[src/rtl/shift_fu_pkg.sv]
// Shared types, opcode encodings and decode for the shift functional unit.
package shift_fu_pkg;

    localparam int unsigned DATA_W  = 32;
    localparam int unsigned SHAMT_W = 5;
    localparam int unsigned OP_W    = 3;

    localparam logic [OP_W-1:0] OP_SLL  = 3'b000;
    localparam logic [OP_W-1:0] OP_SRL  = 3'b001;
    localparam logic [OP_W-1:0] OP_SRA  = 3'b010;
    localparam logic [OP_W-1:0] OP_SLLI = 3'b100;
    localparam logic [OP_W-1:0] OP_SRLI = 3'b101;
    localparam logic [OP_W-1:0] OP_SRAI = 3'b110;

    typedef struct packed {
        logic [DATA_W-1:0]  x;
        logic [SHAMT_W-1:0] s;
        logic               left;
        logic               log;
        logic               illegal;
    } shift_dec_t;

    localparam int unsigned DEC_W = $bits(shift_dec_t);

    // Illegal opcodes decode to an identity shift (left by zero) flagged illegal.
    function automatic shift_dec_t shift_decode(
        input logic [OP_W-1:0]    op,
        input logic [DATA_W-1:0]  a,
        input logic [SHAMT_W-1:0] b_amt,
        input logic [SHAMT_W-1:0] imm
    );
        shift_dec_t d;
        d.x       = a;
        d.s       = op[2] ? imm : b_amt;
        d.left    = 1'b1;
        d.log     = 1'b1;
        d.illegal = 1'b0;
        case (op)
            OP_SLL, OP_SLLI: begin
                d.left = 1'b1;
                d.log  = 1'b1;
            end
            OP_SRL, OP_SRLI: begin
                d.left = 1'b0;
                d.log  = 1'b1;
            end
            OP_SRA, OP_SRAI: begin
                d.left = 1'b0;
                d.log  = 1'b0;
            end
            default: begin
                d.s       = '0;
                d.left    = 1'b1;
                d.log     = 1'b1;
                d.illegal = 1'b1;
            end
        endcase
        return d;
    endfunction

endpackage

[src/rtl/shift_issue_stage_if.sv]
// Instruction-in and shifter-out handshakes of the shift issue stage.
interface shift_issue_if #(
    parameter int unsigned TAG_W = 4
);
    logic             IN_VALID;
    logic             IN_READY;
    logic [2:0]       IN_OP;
    logic [31:0]      IN_A;
    logic [31:0]      IN_B;
    logic [4:0]       IN_IMM;
    logic [TAG_W-1:0] IN_TAG;

    logic             SH_VALID;
    logic             SH_READY;
    logic [31:0]      SH_X;
    logic [4:0]       SH_S;
    logic             SH_LEFT;
    logic             SH_LOG;
    logic [TAG_W-1:0] SH_TAG;
    logic             SH_ILLEGAL;

    modport slave (
        input  IN_VALID, IN_OP, IN_A, IN_B, IN_IMM, IN_TAG, SH_READY,
        output IN_READY, SH_VALID, SH_X, SH_S, SH_LEFT, SH_LOG, SH_TAG, SH_ILLEGAL
    );

    modport master (
        output IN_VALID, IN_OP, IN_A, IN_B, IN_IMM, IN_TAG, SH_READY,
        input  IN_READY, SH_VALID, SH_X, SH_S, SH_LEFT, SH_LOG, SH_TAG, SH_ILLEGAL
    );
endinterface

[src/rtl/shift_op_fifo.sv]
// Generic register FIFO; the head output holds the last popped entry while empty.
module shift_op_fifo #(
    parameter int unsigned DEPTH = 2,
    parameter int unsigned WIDTH = 8
) (
    input  logic             clk,
    input  logic             rst,
    input  logic             i_push,
    input  logic             i_pop,
    input  logic [WIDTH-1:0] i_data,
    output logic [WIDTH-1:0] o_data,
    output logic             o_full,
    output logic             o_empty
);
    localparam int unsigned PTR_W = (DEPTH > 1) ? $clog2(DEPTH) : 1;
    localparam int unsigned CNT_W = PTR_W + 1;

    logic [WIDTH-1:0] r_mem [DEPTH];
    logic [WIDTH-1:0] r_last;
    logic [PTR_W-1:0] r_wr_ptr;
    logic [PTR_W-1:0] r_rd_ptr;
    logic [CNT_W-1:0] r_count;

    logic w_push;
    logic w_pop;

    assign o_full  = (r_count == CNT_W'(DEPTH));
    assign o_empty = (r_count == '0);
    assign w_push  = i_push && !o_full;
    assign w_pop   = i_pop && !o_empty;
    assign o_data  = o_empty ? r_last : r_mem[r_rd_ptr];

    always_ff @(posedge clk or posedge rst) begin
        if (rst) begin
            for (int i = 0; i < int'(DEPTH); i++) begin
                r_mem[i] <= '0;
            end
            r_last   <= '0;
            r_wr_ptr <= '0;
            r_rd_ptr <= '0;
            r_count  <= '0;
        end else begin
            if (w_push) begin
                r_mem[r_wr_ptr] <= i_data;
                r_wr_ptr        <= r_wr_ptr + PTR_W'(1);
            end
            if (w_pop) begin
                r_last   <= r_mem[r_rd_ptr];
                r_rd_ptr <= r_rd_ptr + PTR_W'(1);
            end
            case ({w_push, w_pop})
                2'b10:   r_count <= r_count + CNT_W'(1);
                2'b01:   r_count <= r_count - CNT_W'(1);
                default: r_count <= r_count;
            endcase
        end
    end
endmodule

[src/rtl/shift_issue_stage.sv]
// Decodes shift instructions, queues decoded entries and presents the head to the shifter.
module shift_issue_stage
    import shift_fu_pkg::*;
#(
    parameter int unsigned DEPTH = 2,
    parameter int unsigned TAG_W = 4,
    parameter int unsigned CNT_W = 16
) (
    input  logic              CLK,
    input  logic              RST,
    shift_issue_if.slave      bus,
    output logic [CNT_W-1:0]  ISSUE_CNT,
    output logic [CNT_W-1:0]  ILL_CNT
);
    localparam int unsigned ENTRY_W = DEC_W + TAG_W;

    shift_dec_t         w_dec_in;
    shift_dec_t         w_dec_head;
    logic [ENTRY_W-1:0] w_entry_in;
    logic [ENTRY_W-1:0] w_entry_head;
    logic               w_full;
    logic               w_empty;
    logic               w_enq;
    logic               w_deq;
    logic               w_unused_b;

    logic [CNT_W-1:0]   r_issue_cnt;
    logic [CNT_W-1:0]   r_ill_cnt;

    assign w_unused_b = ^bus.IN_B[31:5];

    assign w_dec_in   = shift_decode(bus.IN_OP, bus.IN_A, bus.IN_B[4:0], bus.IN_IMM);
    assign w_entry_in = {w_dec_in, bus.IN_TAG};
    assign w_enq      = bus.IN_VALID && !w_full;
    assign w_deq      = !w_empty && bus.SH_READY;

    shift_op_fifo #(
        .DEPTH (DEPTH),
        .WIDTH (ENTRY_W)
    ) u_fifo (
        .clk     (CLK),
        .rst     (RST),
        .i_push  (w_enq),
        .i_pop   (w_deq),
        .i_data  (w_entry_in),
        .o_data  (w_entry_head),
        .o_full  (w_full),
        .o_empty (w_empty)
    );

    assign w_dec_head     = shift_dec_t'(w_entry_head[ENTRY_W-1 -: DEC_W]);

    assign bus.IN_READY   = !w_full;
    assign bus.SH_VALID   = !w_empty;
    assign bus.SH_X       = w_dec_head.x;
    assign bus.SH_S       = w_dec_head.s;
    assign bus.SH_LEFT    = w_dec_head.left;
    assign bus.SH_LOG     = w_dec_head.log;
    assign bus.SH_ILLEGAL = w_dec_head.illegal;
    assign bus.SH_TAG     = w_entry_head[TAG_W-1:0];

    // Issue count wraps; illegal count saturates.
    always_ff @(posedge CLK or posedge RST) begin
        if (RST) begin
            r_issue_cnt <= '0;
            r_ill_cnt   <= '0;
        end else if (w_deq) begin
            r_issue_cnt <= r_issue_cnt + CNT_W'(1);
            if (w_dec_head.illegal && (r_ill_cnt != '1)) begin
                r_ill_cnt <= r_ill_cnt + CNT_W'(1);
            end
        end
    end

    assign ISSUE_CNT = r_issue_cnt;
    assign ILL_CNT   = r_ill_cnt;
endmodule
[src/flat_wrapper.sv]
// flat-port wrapper written by rule: the top's interface ports become plain ports
module shift_issue_stage_flat import shift_fu_pkg::*;
#(
    parameter int unsigned DEPTH = 2,
    parameter int unsigned TAG_W = 4,
    parameter int unsigned CNT_W = 16
)
  (CLK, RST, ISSUE_CNT, ILL_CNT, bus_IN_VALID, bus_IN_OP, bus_IN_A, bus_IN_B, bus_IN_IMM, bus_IN_TAG, bus_SH_READY, bus_IN_READY, bus_SH_VALID, bus_SH_X, bus_SH_S, bus_SH_LEFT, bus_SH_LOG, bus_SH_TAG, bus_SH_ILLEGAL);
  shift_issue_if #(.TAG_W(TAG_W)) bus_i ();
  input  logic CLK;
  input  logic RST;
  output logic [CNT_W-1:0] ISSUE_CNT;
  output logic [CNT_W-1:0] ILL_CNT;
  input wire logic [$bits(bus_i.IN_VALID)-1:0] bus_IN_VALID;
  input wire logic [$bits(bus_i.IN_OP)-1:0] bus_IN_OP;
  input wire logic [$bits(bus_i.IN_A)-1:0] bus_IN_A;
  input wire logic [$bits(bus_i.IN_B)-1:0] bus_IN_B;
  input wire logic [$bits(bus_i.IN_IMM)-1:0] bus_IN_IMM;
  input wire logic [$bits(bus_i.IN_TAG)-1:0] bus_IN_TAG;
  input wire logic [$bits(bus_i.SH_READY)-1:0] bus_SH_READY;
  output wire logic [$bits(bus_i.IN_READY)-1:0] bus_IN_READY;
  output wire logic [$bits(bus_i.SH_VALID)-1:0] bus_SH_VALID;
  output wire logic [$bits(bus_i.SH_X)-1:0] bus_SH_X;
  output wire logic [$bits(bus_i.SH_S)-1:0] bus_SH_S;
  output wire logic [$bits(bus_i.SH_LEFT)-1:0] bus_SH_LEFT;
  output wire logic [$bits(bus_i.SH_LOG)-1:0] bus_SH_LOG;
  output wire logic [$bits(bus_i.SH_TAG)-1:0] bus_SH_TAG;
  output wire logic [$bits(bus_i.SH_ILLEGAL)-1:0] bus_SH_ILLEGAL;
  assign bus_i.IN_VALID = bus_IN_VALID;
  assign bus_i.IN_OP = bus_IN_OP;
  assign bus_i.IN_A = bus_IN_A;
  assign bus_i.IN_B = bus_IN_B;
  assign bus_i.IN_IMM = bus_IN_IMM;
  assign bus_i.IN_TAG = bus_IN_TAG;
  assign bus_i.SH_READY = bus_SH_READY;
  assign bus_IN_READY = bus_i.IN_READY;
  assign bus_SH_VALID = bus_i.SH_VALID;
  assign bus_SH_X = bus_i.SH_X;
  assign bus_SH_S = bus_i.SH_S;
  assign bus_SH_LEFT = bus_i.SH_LEFT;
  assign bus_SH_LOG = bus_i.SH_LOG;
  assign bus_SH_TAG = bus_i.SH_TAG;
  assign bus_SH_ILLEGAL = bus_i.SH_ILLEGAL;
  shift_issue_stage #(.DEPTH(DEPTH), .TAG_W(TAG_W), .CNT_W(CNT_W)) u_core (.CLK(CLK), .RST(RST), .bus(bus_i), .ISSUE_CNT(ISSUE_CNT), .ILL_CNT(ILL_CNT));
endmodule
[config.mk]
export PLATFORM = sky130hd
export DESIGN_NAME = shift_issue_stage_flat
export DESIGN_NICKNAME = d
export VERILOG_FILES = /design/src/rtl/shift_fu_pkg.sv /design/src/rtl/shift_issue_stage_if.sv /design/src/rtl/shift_op_fifo.sv /design/src/rtl/shift_issue_stage.sv /design/src/flat_wrapper.sv
export SDC_FILE = /design/constraint.sdc
export NUM_CORES = 1
export LEC_CHECK = 0
export ABC_CLOCK_PERIOD_IN_PS = 13750
export CORE_MARGIN = 3
export CORE_UTILIZATION = 34
export CTS_CLUSTER_DIAMETER = 30
export DETAILED_ROUTE_END_ITERATION = 6
export PLACE_DENSITY = 0.62
export SLEW_MARGIN = 20
export SYNTH_ARGS = -nofsm -noshare
export SYNTH_HDL_FRONTEND = slang
export SYNTH_SLANG_ARGS = --single-unit
[constraint.sdc]
create_clock -name CLK -period 13.75 [get_ports CLK]
set_input_delay 2.75 -clock CLK [delete_from_list [all_inputs] [get_ports CLK]]
set_output_delay 2.75 -clock CLK [all_outputs]
set_load 0.005 [all_outputs]
Selected gate families:
Drawn at 3 px/µm.
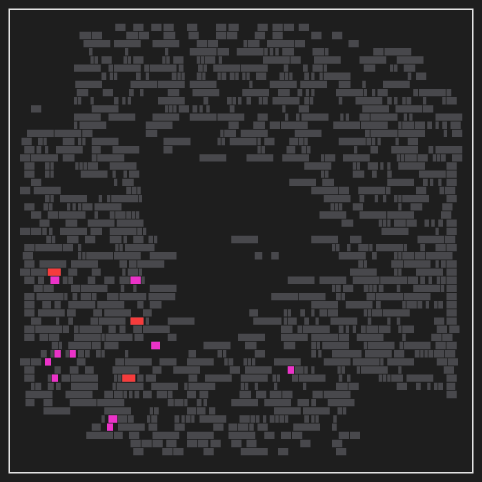
red -> fa/ha/maj cells  # cells 3, most used ha_1
magenta -> and/or cells  # cells 10, most used and3_1, where bottom left

Cell sizes after repair:
Drawn at 3 px/µm.
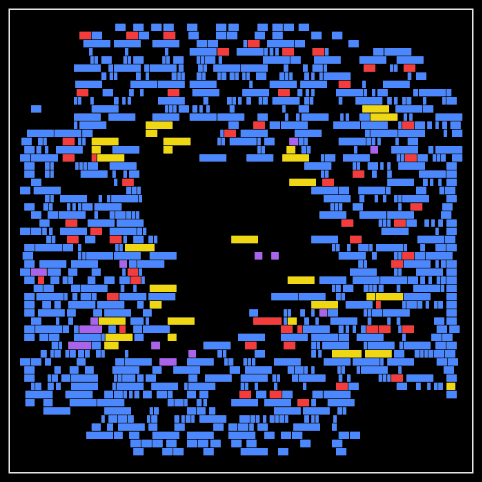
yellow -> _6 and larger  # cells 29, most used clkbuf_16
purple -> _3 and _4 cells  # cells 13, most used buf_4
red -> _2 cells  # cells 52, most used mux2_2
blue -> _0 and _1 cells  # cells 765, most used nand2_1
final worst-path setup slack: 8350 ps
Post-Layout Inst Area: 9580 µm²

==> metrics.log <==
[flow] collecting metrics
INFO  metric fin_setup_tns = 0 ps
INFO  metric biggestRegsByFlops = u_core.u_fifo.r_mem x88, u_core.u_fifo.r_last x44
INFO  metric logic_gate_count = around 520
INFO  metric postSynth.topFlopCell = sky130_fd_sc_hd__dfrtp_1
INFO  metric ctsResizeCount = 0
INFO  metric drt_pass1_iterations = 4
INFO  metric seq_area_frac_synth = 0.564
INFO  metric min_period = between 5000 and 6000 ps
INFO  metric globalRouteMet1Util = 0.205
INFO  metric drt_iter0_markers = 221
INFO  metric yosys.area.top_type = sky130_fd_sc_hd__dfrtp_1
INFO  metric max-clock-path-buffers = 2
INFO  metric vdd.ir_drop.worst = approximately 0.1 mV
INFO  metric hold_class = flip-flop to flip-flop
INFO  metric cts_tree = yes
INFO  metric die_x = about 150 µm
INFO  metric cts_root_buf = sky130_fd_sc_hd__clkbuf_16
INFO  metric cts_buffers = 17
INFO  metric sequential_cell_area = roughly 4200 µm²
INFO  metric numSequentialCells = between 150 and 200
INFO  metric yosysWarnings = 0
INFO  metric postRouteAntennaNets = 0
INFO  metric synth.lib_cells_used.distinct = 36
INFO  metric topCellsByArea = sky130_fd_sc_hd__dfrtp_1 (56%), sky130_fd_sc_hd__nand2_1 (9.9%), sky130_fd_sc_hd__mux2_2 (6.7%), sky130_fd_sc_hd__mux2i_1 (6.5%), sky130_fd_sc_hd__o21ai_0 (3.2%)
INFO  metric critPathKind = flip-flop to output pin
INFO  metric run_status = completed
INFO  metric cp-startpoint = u_core.u_fifo.r_rd_ptr
INFO  metric critical_path.max_stage_delay = between 600 and 700 ps
INFO  metric tightest_slew = approximately 1000 ps
INFO  metric syn-instance-count = 731
INFO  metric route.met2.wl = about 7.8 mm
INFO  metric final_layout_size_suffix_gt1_frac = 0.109
INFO  metric grtUsageTotal = 0.146
INFO  metric dp_worst_setup_slack = about 8500 ps
INFO  metric leakagePower = 4.49 nW
INFO  metric chipHeight = 154 µm
INFO  metric drt_drc_violations_left = 0
Port wiring:
Drawn at 2 px/µm.
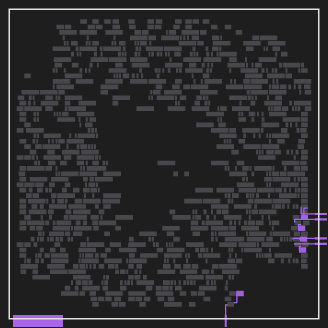
purple -> bus_IN_B  # direction input, edge 28 bottom, 4 right, end cells 5, buffers 5, wire 76.3 µm
PortBufs: 130
Top Ports: 158

Placement view:
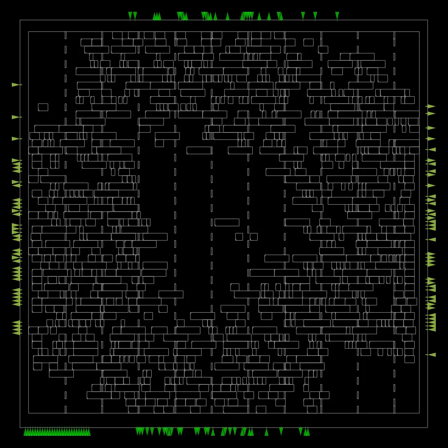
Core ar.: 21300 µm²
inserted tap cell count: 275
cell row count: 53

per-stage QoR:
step           cell area (µm²)  hold slack (ps)   util  total power, mW
6_report                  9580              472  0.450             2.24
5_1_grt                   9580              492  0.450             2.41
4_1_cts                   9530              476  0.448             2.27
3_5_place_dp              8980              461  0.422             1.80
3_3_place_gp              8980              457  0.422             1.78
2_1_floorplan             7450              442      -             1.35
power breakdown:
part	switching, mW	internal [mW]
combinational	0.446	0.511
clock	0.211	0.241
sequential	0.125	0.701
total	0.782	1.45
critical path: cells and delay by family (launching register included):
family / cells / cell delay [ps]
buffers and inverters: 2 / 1190
flip-flops: 1 / 570
AND-OR/OR-AND: 1 / 270
multiplexers: 1 / 190
No activity file was given, so power comes from the tool's default toggle rates.
